run_1/floorplan.png
Bar = 20 um. Pins as bars on the die edge. Tap cells in gray.
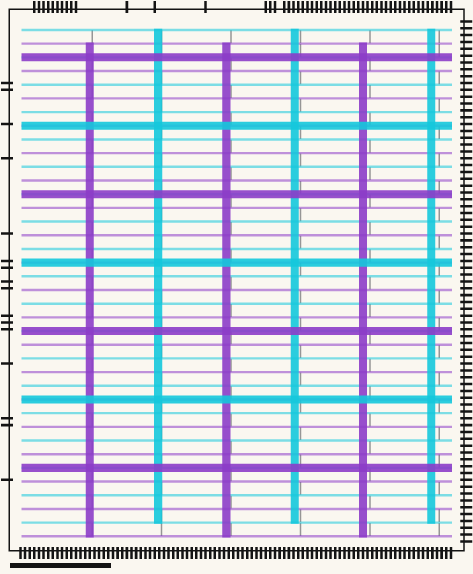
run_1/util_map.png
Bar = 20 um. The die is cut into 9 by 11 equal tiles; white is low, dark blue is high, 0 to 100% covered.
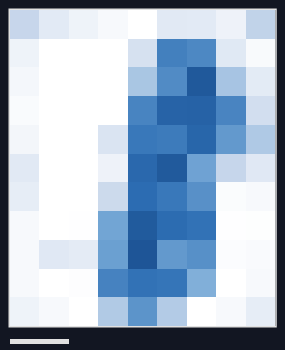
run_1/port_trees.png
Bar = 20 um.
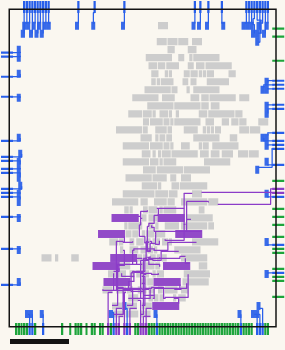
**config.mk**
```make
export PLATFORM = sky130hd
export DESIGN_NAME = cnn_top
export DESIGN_NICKNAME = d
export VERILOG_FILES = /design/src/rtl/cnn_top.sv
export SDC_FILE = /design/constraint.sdc
export NUM_CORES = 1
export LEC_CHECK = 0
export CORE_ASPECT_RATIO = 1.2
export CORE_MARGIN = 2
export CORE_UTILIZATION = 27
export CTS_CLUSTER_SIZE = 10
export DETAILED_ROUTE_END_ITERATION = 7
export GPL_ROUTABILITY_DRIVEN = 0
export PLACE_DENSITY = 0.78
export REMOVE_ABC_BUFFERS = 1
export SYNTH_ARGS = -nofsm -noshare
export SYNTH_HDL_FRONTEND = slang
export SYNTH_SLANG_ARGS = --single-unit
```
**constraint.sdc**
```tcl
create_clock -name clk -period 2 [get_ports clk]
set_input_delay 0.4 -clock clk [delete_from_list [all_inputs] [get_ports clk]]
set_output_delay 0.4 -clock clk [all_outputs]
set_load 0.03 [all_outputs]
```
**src/rtl/cnn_top.sv**
```systemverilog
// cnn_top: single-layer CNN inference engine.
//
// Loads a 28x28 8-bit image (98 words of 8 pixels) from external DRAM,
// then computes a 3x3 signed convolution with bias and zero padding. Each
// result goes through ReLU, a right shift by SHIFT and saturation to 8 bits.
// A 2x2/stride-2 max-pool follows, and the 14x14 result is written back to
// DRAM, eight pooled pixels per 64-bit word.
//
// Ports:
//   clk            clock, all state on rising edge
//   rst            asynchronous active-high reset
//   ifmap[63:0]    DRAM read data (one-cycle latency), pixel n in [8n+7:8n]
//   filter[71:0]   3x3 kernel, weight k=3i+j in [71-8k:64-8k], signed
//   bias[15:0]     signed bias at product scale
//   DRAMreadEn     read request
//   DRAMreadAddr   read word address
//   DRAMwriteEn    write strobe (one cycle per word)
//   DRAMwriteAddr  write word address; reaches 25 on completion
//   DRAMwriteData  write data, pooled pixel 8a+n in bits [8n+7:8n]
module cnn_top #(
  parameter int SHIFT = 4
) (
  input  logic        clk,
  input  logic        rst,
  input  logic [63:0] ifmap,
  input  logic [71:0] filter,
  input  logic [15:0] bias,
  output logic        DRAMreadEn,
  output logic [9:0]  DRAMreadAddr,
  output logic        DRAMwriteEn,
  output logic [9:0]  DRAMwriteAddr,
  output logic [63:0] DRAMwriteData
);

  typedef enum logic [1:0] {IDLE, LOAD, COMPUTE, DONE} state_t;

  state_t             state;
  logic               rd_pend;        // a read was issued last cycle
  logic [6:0]         rd_pend_addr;   // its word address
  logic [63:0]        img_words [0:97];
  logic [3:0]         pool_row;
  logic [3:0]         pool_col;
  logic [7:0]         pix_cnt;        // pooled pixel index 0..196
  logic [63:0]        pack_buf;
  logic [63:0]        pack_next;
  logic [7:0]         patch [0:15];   // 4x4 input neighbourhood of one pooled pixel
  logic signed [20:0] wt [0:8];
  logic [7:0]         qv [0:3];
  logic [7:0]         max_a;
  logic [7:0]         max_b;
  logic [7:0]         pooled;
  logic               computing;
  logic               word_end;

  // Image buffer: the word addressed one cycle earlier arrives on ifmap now.
  always_ff @(posedge clk) begin
    if (rd_pend) img_words[rd_pend_addr] <= ifmap;
  end

  genvar gi;

  // Kernel weights, sign-extended to the accumulator width.
  generate
    for (gi = 0; gi < 9; gi++) begin : g_wt
      assign wt[gi] = 21'($signed(filter[71-8*gi -: 8]));
    end
  endgenerate

  // Fetch the 4x4 patch covering rows 2r-1..2r+2, cols 2c-1..2c+2.
  // Positions outside the image read as zero (padding).
  generate
    for (gi = 0; gi < 16; gi++) begin : g_patch
      logic signed [6:0] prow;
      logic signed [6:0] pcol;
      logic [9:0]        pidx;
      logic              in_rng;
      logic [7:0]        pix;
      always_comb begin
        prow   = 7'(2 * int'(pool_row) + gi / 4 - 1);
        pcol   = 7'(2 * int'(pool_col) + gi % 4 - 1);
        in_rng = (prow >= 7'sd0) && (prow <= 7'sd27) &&
                 (pcol >= 7'sd0) && (pcol <= 7'sd27);
        pidx   = 10'(28 * int'(prow) + int'(pcol));
        pix    = 8'd0;
        if (in_rng) pix = img_words[pidx[9:3]][{pidx[2:0], 3'b000} +: 8];
      end
      assign patch[gi] = pix;
    end
  endgenerate

  // Four convolution windows (dy,dx) evaluated in parallel, each with ReLU,
  // shift and saturation.
  generate
    for (gi = 0; gi < 4; gi++) begin : g_win
      logic signed [20:0] acc;
      logic signed [20:0] shifted;
      logic [7:0]         q;
      always_comb begin
        acc = 21'($signed(bias));
        for (int i = 0; i < 3; i++) begin
          for (int j = 0; j < 3; j++) begin
            acc = acc + $signed({13'd0, patch[4'((gi / 2 + i) * 4 + gi % 2 + j)]})
                        * wt[4'(3 * i + j)];
          end
        end
        shifted = acc >>> SHIFT;
        if (acc < 21'sd0)            q = 8'd0;
        else if (shifted > 21'sd255) q = 8'd255;
        else                         q = shifted[7:0];
      end
      assign qv[gi] = q;
    end
  endgenerate

  always_comb begin
    max_a  = (qv[0] > qv[1]) ? qv[0] : qv[1];
    max_b  = (qv[2] > qv[3]) ? qv[2] : qv[3];
    pooled = (max_a > max_b) ? max_a : max_b;
  end

  // Current pack word with this cycle's pooled pixel inserted.
  generate
    for (gi = 0; gi < 8; gi++) begin : g_pack
      assign pack_next[8*gi +: 8] = (pix_cnt[2:0] == 3'(gi)) ? pooled : pack_buf[8*gi +: 8];
    end
  endgenerate

  assign computing = (pix_cnt != 8'd196);
  assign word_end  = (pix_cnt[2:0] == 3'd7) || (pix_cnt == 8'd195);

  always_ff @(posedge clk or posedge rst) begin
    if (rst) begin
      state         <= IDLE;
      DRAMreadEn    <= 1'b0;
      DRAMreadAddr  <= 10'd0;
      DRAMwriteEn   <= 1'b0;
      DRAMwriteAddr <= 10'd0;
      DRAMwriteData <= 64'd0;
      rd_pend       <= 1'b0;
      rd_pend_addr  <= 7'd0;
      pix_cnt       <= 8'd0;
      pool_row      <= 4'd0;
      pool_col      <= 4'd0;
      pack_buf      <= 64'd0;
    end else begin
      DRAMwriteEn  <= 1'b0;
      rd_pend      <= DRAMreadEn;
      rd_pend_addr <= DRAMreadAddr[6:0];
      case (state)
        IDLE: begin
          state        <= LOAD;
          DRAMreadEn   <= 1'b1;
          DRAMreadAddr <= 10'd0;
        end
        LOAD: begin
          if (DRAMreadEn) begin
            if (DRAMreadAddr == 10'd97) DRAMreadEn   <= 1'b0;
            else                        DRAMreadAddr <= DRAMreadAddr + 10'd1;
          end
          // Word 97 is being captured on this edge.
          if (rd_pend && rd_pend_addr == 7'd97) state <= COMPUTE;
        end
        COMPUTE: begin
          if (computing) begin
            pix_cnt <= pix_cnt + 8'd1;
            if (pool_col == 4'd13) begin
              pool_col <= 4'd0;
              pool_row <= pool_row + 4'd1;
            end else begin
              pool_col <= pool_col + 4'd1;
            end
            if (word_end) begin
              DRAMwriteEn   <= 1'b1;
              DRAMwriteData <= pack_next;
              pack_buf      <= 64'd0;   // keeps unused bytes of the last word zero
            end else begin
              pack_buf <= pack_next;
            end
          end
          // Stay in COMPUTE until the final write has been presented.
          if (DRAMwriteEn) begin
            DRAMwriteAddr <= DRAMwriteAddr + 10'd1;
            if (DRAMwriteAddr == 10'd24) state <= DONE;
          end
        end
        DONE: begin
        end
        default: state <= IDLE;
      endcase
    end
  end

endmodule

```
==> results.toml, run 1 <==
# yosys + openroad results
[place]
place_area_um2 = 2640
dpl.hpwl_um = 3160
pre_cts_ws_ns = -0.184

[grt]
grt_max_degree = 41
antenna_found_initial = 0
grt_pass1_wl_um = 6740
grt_usage_pct = 8.58
grt_pass1_vias = 1458
overflow = 0

[synth]
yosysCellCount = 237
syn-cell-area_um2 = 2400
yosysUniqueCellTypes = 39
syn_area_per_cell_um2 = 10.1
syn_inst = 237
yosys_area_um2 = 2400
ys_seq_share_pct = 41.7

[power_and_ir_drop]
pg_comb_w = 0.000177
internal_power_w = 0.00118
power_leader = "registers"
switchingPower_w = 0.000434
comb_power_share_pct = 10.9
p_clk_w = 0.000631
switching_share_pct = 26.9
p_leak_nw = 1.32
pwr-share-seq_pct = 50.0
p_per_area_nw_per_um2 = 583
power.total_w = 0.00162
p_clk_share_pct = 39.0
ir_worst_vdd_v = 0.000247

[final_timing]
maxSlewHeadroom_pct = 65.7
slew_viol_final = 0
worstMarginPinSlew_ns = 0.510
min_period_over_period_pct = 105
postLayoutSetupSlackWorst_ns = -0.0945
timing.hold.ws_ns = 0.477
setup_violations = 2
rsz0062_at_grt = "true"
hold_viol_final = 0
fin_skew_ns = 0.00555
period_needed_ns = 2.09
timing.fmax_mhz = 477

[clock_network]
root_buffer = "clkbuf_8"
cts_made_buffers = 5
clkLatencyLatePin_ns = 0.29
clock_path_buffers = 2
cts_tree = "yes"
clk_pin_slew_ns = 0.07
htree_num_levels = 2
cts_hold_buf = 0
clock_sinks = 40

[floorplan]
die-area_um2 = 9670
num_tap_cells = 117
fp_util_pct = 27.9
fp.dieW_um = 90.1

[worst_setup_path]
crit_type = "reg2reg"
worstPathArrival_ns = 2.27
end_kind = "register"
cp-start-kind = "register"
path_max_fanout = 2

[finish]
nMultiInputCombCells = 181
fin_area_um2 = 2770
final_cell_mix = "conb_1 (64), dfrtp_1 (40), clkdlybuf4s50_1 (22)"
fin_util_pct = 32.2
fillerInstances = 881
nonClkBufAreaFrac_pct = 13.0
comb_share_pct = 40.0
drive_gt1_share_pct = 11.7
clk_share_pct = 3.88
buffers_excl_clock = 40
areaGrowthSynthToFinish_pct = 15.5
diodes = 0
nFlopsAndLatches = 40
fin_nets = 447
top_area_cell_class = "multi-input combinational cells"
inverters = 13
sh_seq_area_pct = 36.1
mostFrequentLayoutCell = "conb_1"
clkbuf_count = 6

[detailed_routing]
wl_per_cell_um = 10.4
ant_nets = 0
drc_errors = 0
vias_per_cell = 4.08
drtIter0Drc = 121
dr.pass1.iters = 4
routed_wl_um = 4150
dr_total_vias = 1627

[run]
tool_warnings = 186

[hold_path]
min_path_type = "reg2reg"

[run_status]
status = "finished, violations left"
violations = "negative setup slack"
Back to the opening pictures, floorplan.png:
Key: purple = VSS; cyan = VDD
6 straps on met4. 117 tap cells.
Die Y: 107 um
total core area: 8610 um^2

Back to the opening pictures, util_map.png:
The mean over all tiles is 27%. The emptiest ninth of the die: west. 10% of the tiles are over 75% full. The densest ninth of the die: south. The fullest tile reaches 85%.

Back to the opening pictures, port_trees.png:
Key: blue = DRAMwriteData [bits 64, direction output, edge 26 north, 15 west, 13 east, 10 south, end cells 64, wire 293 um]; purple = DRAMreadAddr [bits 10, direction output, edge 8 south, 2 east, end cells 10, wire 590 um]; green = filter [bits 72, direction input, edge 58 south, 14 east, end cells 0]
I/O Buffers: 23
Ports: 240

run 1: cells in the mapped netlist (all sizes together):
master	number	area, um^2
buf	64	480
nor4b	2	17.5
or4	3	22.5
o311ai	1	8.76
mux2	3	33.8
o31a	1	8.76
nand4	13	96.3
nor2b	2	12.5
nor3	3	15.0
nor2	6	22.5
a221oi	1	15.0
a31oi	2	12.5
a211oi	1	7.51
mux2i	3	30.0
xnor2	12	105
a211o	2	17.5
and2	2	12.5
nand3	8	40.0
a21oi	1	5.00
conb	1	3.75
a31o	2	17.5
clkbuf	2	17.5
and3	5	31.3
nand3b	1	7.51
o41ai	1	8.76
nor4	3	18.8
ha	12	150
dfrtp	40	1000
inv	13	48.8
o21ai	7	35.0
a21o	1	7.51
nand2	15	56.3
o22a	1	8.76
xor2	3	26.3
run 1: through the flow:
| stage | instances | setup TNS, ns |
|---|---|---|
| 6_report | 399 | -0.167 |
| 5_1_grt | 399 | -0.330 |
| 4_1_cts | 399 | -0.192 |
| 3_5_place_dp | 390 | -0.188 |
| 3_3_place_gp | 390 | -0.178 |
| 2_1_floorplan | 234 | -0.359 |
run 1: worst max-delay path: stages (launching register included):
cell      delay, ns
dfrtp_1        0.39
or4_1          0.51
or4_4          0.44
a221oi_4       0.31
mux2_4         0.32
run 1: state kept, by name, indices dropped and copies added, names as in the netlist:
register and cells:
DRAMwriteAddr 10, rd_pend_addr 7, rd_pend 1, DRAMreadEn 1, pix_cnt 8, state 2
DRAMreadAddr 10, DRAMwriteEn 1
run 1: layer usage:
| layer | part of all wire, % | vias up | track usage (%) |
|---|---|---|---|
| li1 | - | 768 | - |
| met1 | 39 | 785 | 9.54 |
| met5 | 0 | - | 0 |
| met4 | 2.0 | 0 | 5.05 |
| met2 | 54 | 69 | 14.9 |
| met3 | 5.6 | 5 | 2.10 |
run 1: worst paths after layout:
| check | start | to | slack, ns | cells after the start |
|---|---|---|---|---|
| min | pix_cnt[7] | pix_cnt[7] | 0.48 | 1 |
| min reg2reg | pix_cnt[7] | pix_cnt[7] | 0.48 | 1 |
| max reg2reg | DRAMwriteAddr[2] | state[1] | -0.09 | 4 |
| max in group asynchronous | rst | pix_cnt[1] | 1.12 | 3 |
| max | DRAMwriteAddr[2] | state[1] | -0.09 | 4 |
| min in group asynchronous | rst | DRAMreadAddr[9] | 0.53 | 3 |
run 1: logic make-up (layout without fill, tap and decap cells):
group / count (synthesis) / after routing / synth area share [%]
flip-flops: 40 / 40 / 41.7
XOR/XNOR: 15 / 15 / 5.47
adder cells (fa/ha/maj): 12 / 12 / 6.25
multiplexers: 6 / 6 / 2.66
other: 1 / 64 / 0.156
buffers and inverters: 79 / 61 / 22.8
AND-OR/OR-AND: 21 / 21 / 6.35
AND/OR/NAND/NOR: 63 / 63 / 14.7
run 1: repair_timing:
action / 4_1_cts / 5_1_grt
setup buffers: 1 / 0
resized: 3 / 1
pin swaps: 1 / 0
endpoints found under the setup margin: 2 / 3
endpoints found under the hold margin: 0 / 0
cloned: 0 / 0
==> inputs of run 2 (changes only) <==
--- a/config.mk
+++ b/config.mk
@@ -7,12 +7,11 @@
 export LEC_CHECK = 0
 export CORE_ASPECT_RATIO = 1.2
 export CORE_MARGIN = 2
-export CORE_UTILIZATION = 27
+export CORE_UTILIZATION = 30
 export CTS_CLUSTER_SIZE = 10
 export DETAILED_ROUTE_END_ITERATION = 7
 export GPL_ROUTABILITY_DRIVEN = 0
-export PLACE_DENSITY = 0.78
-export REMOVE_ABC_BUFFERS = 1
+export PLACE_DENSITY = 0.82
 export SYNTH_ARGS = -nofsm -noshare
 export SYNTH_HDL_FRONTEND = slang
 export SYNTH_SLANG_ARGS = --single-unit
==> constraint.sdc (replaced) <==
create_clock -name clk -period 2.05 [get_ports clk]
set_input_delay 0.41 -clock clk [delete_from_list [all_inputs] [get_ports clk]]
set_output_delay 0.41 -clock clk [all_outputs]
set_load 0.03 [all_outputs]
run_2/port_trees.png
Bar = 20 um.
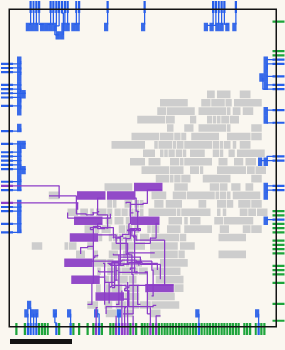
Key: purple = DRAMreadAddr [bits 10, direction output, edge 8 south, 2 west, end cells 10, wire 643 um]; green = filter [bits 72, direction input, edge 54 south, 18 east, end cells 0]; blue = DRAMwriteData [bits 64, direction output, edge 21 north, 21 west, 12 east, 10 south, end cells 64, wire 266 um]

==> results.toml, run 2 <==
# yosys + openroad results
[finish]
areaGrowthSynthToFinish_pct = 13.5
mostFrequentLayoutCell = "conb_1"
fin_area_um2 = 2730
fin_nets = 442
diodes = 0

[worst_setup_path]
crit_type = "reg2reg"
worstPathArrival_ns = 2.28
path_max_fanout = 2
crit_path_max_incr_delay_ns = 0.52
cp-start-kind = "register"

[synth]
largest_area_cell = "dfrtp_1"
syn-cell-area_um2 = 2400
syn_inst = 237
yosysUniqueCellTypes = 39
area_leaders = "dfrtp_1 (42%), buf_4 (20%), ha_1 (6.3%)"
synth_top_cell_by_count = "buf_4"
flop_cell = "dfrtp_1"

[clock_network]
clock_sinks = 40
clk_pin_slew_ns = 0.08
clkLatencyLatePin_ns = 0.29

[floorplan]
die-area_um2 = 8740
fp.dieW_um = 85.7
core_area_um2 = 7710
boundaryPins = 240

[final_timing]
postLayoutSetupSlackWorst_ns = -0.0487
timing.hold.ws_ns = 0.475
setup_violations = 1

[run_status]
status = "finished, violations left"
violations = "negative setup slack"

[power_and_ir_drop]
p_leak_nw = 1.30
p_clk_share_pct = 43.7
pwr-share-seq_pct = 46.2

[place]
numPortBuffers = 23

[run]
tool_warnings = 188

[detailed_routing]
drtIter0Drc = 89
-- run 2: cell counts after synthesis --
No cell type changed its count.
-- run 2: area by class of cell --
| cell class | count | area, um^2 | area share [%] |
|---|---|---|---|
| well taps | 92 | 115 | 4.22 |
| flip-flops and latches | 40 | 1000 | 36.8 |
| clock buffers | 5 | 68.8 | 2.52 |
| repair buffers | 35 | 320 | 11.7 |
| multi-input cells | 181 | 1110 | 40.7 |
| clock inverters | 2 | 60.1 | 2.20 |
| inverters | 13 | 48.8 | 1.79 |
-- run 2: cells by family after synthesis --
group                      after synthesis  share of synthesized area [%]
and+or+nand+nor                         63                           14.7
other                                    1                          0.156
DFF                                     40                           41.7
buffers and inverters                   79                           22.8
AOI/OAI and AO/OA                       21                           6.35
xor gates and xnor gates                15                           5.47
muxes                                    6                           2.66
adders and majority gates               12                           6.25
-- run 2: path summary, 6_finish.rpt --
kind	from	end	slack [ns]	depth (start not counted)
worst max-delay path	DRAMwriteAddr[5]	state[1]	-0.05	4
worst min-delay path	pix_cnt[7]	pix_cnt[7]	0.47	1
worst max register to register	DRAMwriteAddr[5]	state[1]	-0.05	4
worst min register to register	pix_cnt[7]	pix_cnt[7]	0.47	1
max in group asynchronous	rst	DRAMwriteAddr[5]	1.14	3
min in group asynchronous	rst	DRAMreadAddr[3]	0.54	3
-- run 2: timing repair --
action	CTS	global route
pin swaps	1	1
resized	3	0
hold endpoints to repair	0	0
setup endpoints to repair	2	2
buffers inserted	0	0
cloned	0	0
-- run 2: through the flow --
step	utilization (%)	cells	power, W
finish	35.4	368	0.00171
floorplan	-	300	0.00106
global route	35.4	368	0.00177
CTS	35.4	368	0.00172
global placement	33.5	361	0.000975
detailed placement	33.5	361	0.000975
-- run 2: layer usage --
layer / track usage, % / share of wire [%]
met1: 11.2 / 39
met2: 16.2 / 51
met3: 2.83 / 7.9
met4: 4.27 / 2.0
met5: 0 / 0
-- run 2: power groups by stage --
stage          clock [W]  sequential [W]  combinational [W]
2_1_floorplan          0        0.000804           0.000258
3_3_place_gp           0        0.000804           0.000171
3_5_place_dp           0        0.000804           0.000171
4_1_cts         0.000765        0.000788           0.000171
5_1_grt         0.000798        0.000788           0.000183
6_report        0.000745        0.000788           0.000172
-- run 2: worst register-to-register path, stage by stage, from the launching register on --
cell and delay [ns]:
dfrtp_2 0.40, or4_1 0.52, or4_4 0.44, a221oi_4 0.31, mux2_4 0.33
==> inputs of run 3 (changes only) <==
--- a/config.mk
+++ b/config.mk
@@ -5,9 +5,11 @@
 export SDC_FILE = /design/constraint.sdc
 export NUM_CORES = 1
 export LEC_CHECK = 0
+export ABC_CLOCK_PERIOD_IN_PS = 2050
 export CORE_ASPECT_RATIO = 1.2
 export CORE_MARGIN = 2
 export CORE_UTILIZATION = 30
+export CTS_BUF_LIST = sky130_fd_sc_hd__clkbuf_8
 export CTS_CLUSTER_SIZE = 10
 export DETAILED_ROUTE_END_ITERATION = 7
 export GPL_ROUTABILITY_DRIVEN = 0
run_3/floorplan.png
Bar = 20 um. Pins as bars on the die edge. Tap cells in gray.
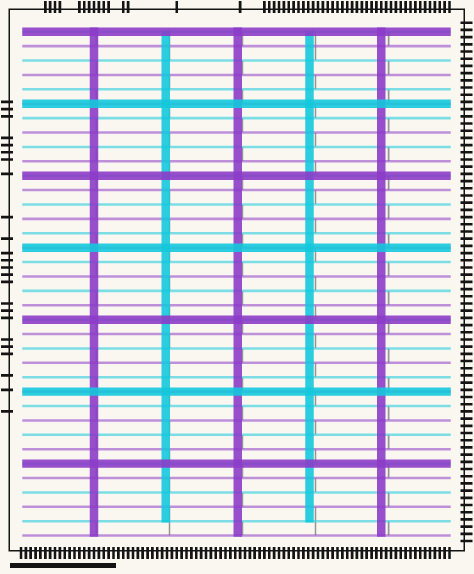
Key: cyan = VDD; purple = VSS
92 tap cells. 240 signal pins sit on the boundary. 7 straps on met5.

==> results.toml, run 3 <==
# yosys + openroad results
[synth]
ys_sh_aoi_pct = 6.35
synth.comb.largest_family = "buffers and inverters"
largest_area_cell = "dfrtp_1"
synthMuxAreaShare_pct = 2.66
ys_sh_adder_pct = 6.25
xor_area_share_pct = 5.47
syn_inst = 237
area_leaders = "dfrtp_1 (42%), buf_4 (20%), ha_1 (6.3%)"
simple_gate_area_share_pct = 14.7
flop_cell = "dfrtp_1"
syn-cell-area_um2 = 2400
yosysUniqueCellTypes = 39

[clock_network]
htree_num_levels = 2
clk_pin_slew_ns = 0.08
clkLatencyLatePin_ns = 0.29
clock_sinks = 40
cts_setup_buffers = 0

[final_timing]
setup_violations = 1
timing.hold.ws_ns = 0.475
hold_viol_final = 0
postLayoutSetupSlackWorst_ns = -0.0487

[finish]
areaGrowthSynthToFinish_pct = 13.5
fin_util_pct = 35.4
mostFrequentLayoutCell = "conb_1"
fin_area_um2 = 2730
diodes = 0
instances_no_fill = 368
fin_nets = 442

[detailed_routing]
drtIter0Drc = 89

[power_and_ir_drop]
p_leak_nw = 1.30
ir_worst_vdd_v = 0.000338

[floorplan]
fp.dieW_um = 85.7
die-area_um2 = 8740

[run_status]
status = "finished, violations left"
violations = "negative setup slack"

[worst_setup_path]
path_max_fanout = 2
crit_path_max_incr_delay_ns = 0.52
cp-start-kind = "register"
crit_type = "reg2reg"

[run]
tool_warnings = 188

[place]
dp.cells = 361
==> run 3: cell counts after synthesis <==
No cell type changed its count.
==> run 3: power by group <==
part / internal, W / leakage, nW / total (W) / switching, W
registers: 0.000788 / 0.507 / 0.000788 / 0
clock network: 0.000479 / 0.0642 / 0.000745 / 0.000266
logic: 0.00000305 / 0.727 / 0.000172 / 0.000169
==> run 3: area by class of cell <==
class                           instances  area [um^2]  area share (%)
Sequential cell                        40         1000            36.8
Tap cell                               92          115            4.22
Clock inverter                          2         60.1            2.20
Timing Repair Buffer                   35          320            11.7
Multi-Input combinational cell        181         1110            40.7
Clock buffer                            5         68.8            2.52
Inverter                               13         48.8            1.79
==> run 3: routing by layer <==
| layer | track usage (%) | up-vias | part of all wire [%] | wire, um |
|---|---|---|---|---|
| li1 | - | 761 | - | - |
| met1 | 11.2 | 761 | 39 | 1590 |
| met2 | 16.2 | 80 | 51 | 2040 |
| met3 | 2.83 | 9 | 7.9 | 318 |
| met4 | 4.27 | 0 | 2.0 | 81 |
| met5 | 0 | - | 0 | 0 |
==> run 3: cells by family after synthesis <==
family,after synthesis
adders and majority gates,12
and+or+nand+nor,63
xor gates and xnor gates,15
muxes,6
buffers and inverters,79
DFF,40
AOI/OAI and AO/OA,21
other,1
==> run 3: final timing paths <==
check,startpoint,endpoint,depth (start not counted)
worst max register to register,DRAMwriteAddr[5],state[1],4
min in group asynchronous,rst,DRAMreadAddr[3],3
max in group asynchronous,rst,DRAMwriteAddr[5],3
worst min register to register,pix_cnt[7],pix_cnt[7],1
worst max-delay path,DRAMwriteAddr[5],state[1],4
worst min-delay path,pix_cnt[7],pix_cnt[7],1
==> run 3: worst register-to-register path: cells and delay by family (launching register included) <==
| family | cells | cell delay, ns |
|---|---|---|
| simple gates | 2 | 0.96 |
| flops | 1 | 0.40 |
| mux | 1 | 0.33 |
| compound gates | 1 | 0.31 |
==> run 3: through the flow <==
| step | setup WS [ns] | power, W |
|---|---|---|
| 2_1_floorplan | -0.139 | 0.00106 |
| 3_3_place_gp | -0.0605 | 0.000975 |
| 6_report | -0.0487 | 0.00171 |
| 5_1_grt | -0.114 | 0.00177 |
| 4_1_cts | -0.0737 | 0.00172 |
| 3_5_place_dp | -0.0667 | 0.000975 |
==> run 3: what timing repair did <==
action	4_1_cts	5_1_grt
pin swaps	1	1
hold buffers	0	0
resized	3	0
setup endpoints to repair	2	2
Power figures rest on the tool's default switching activity, not on a simulated workload.
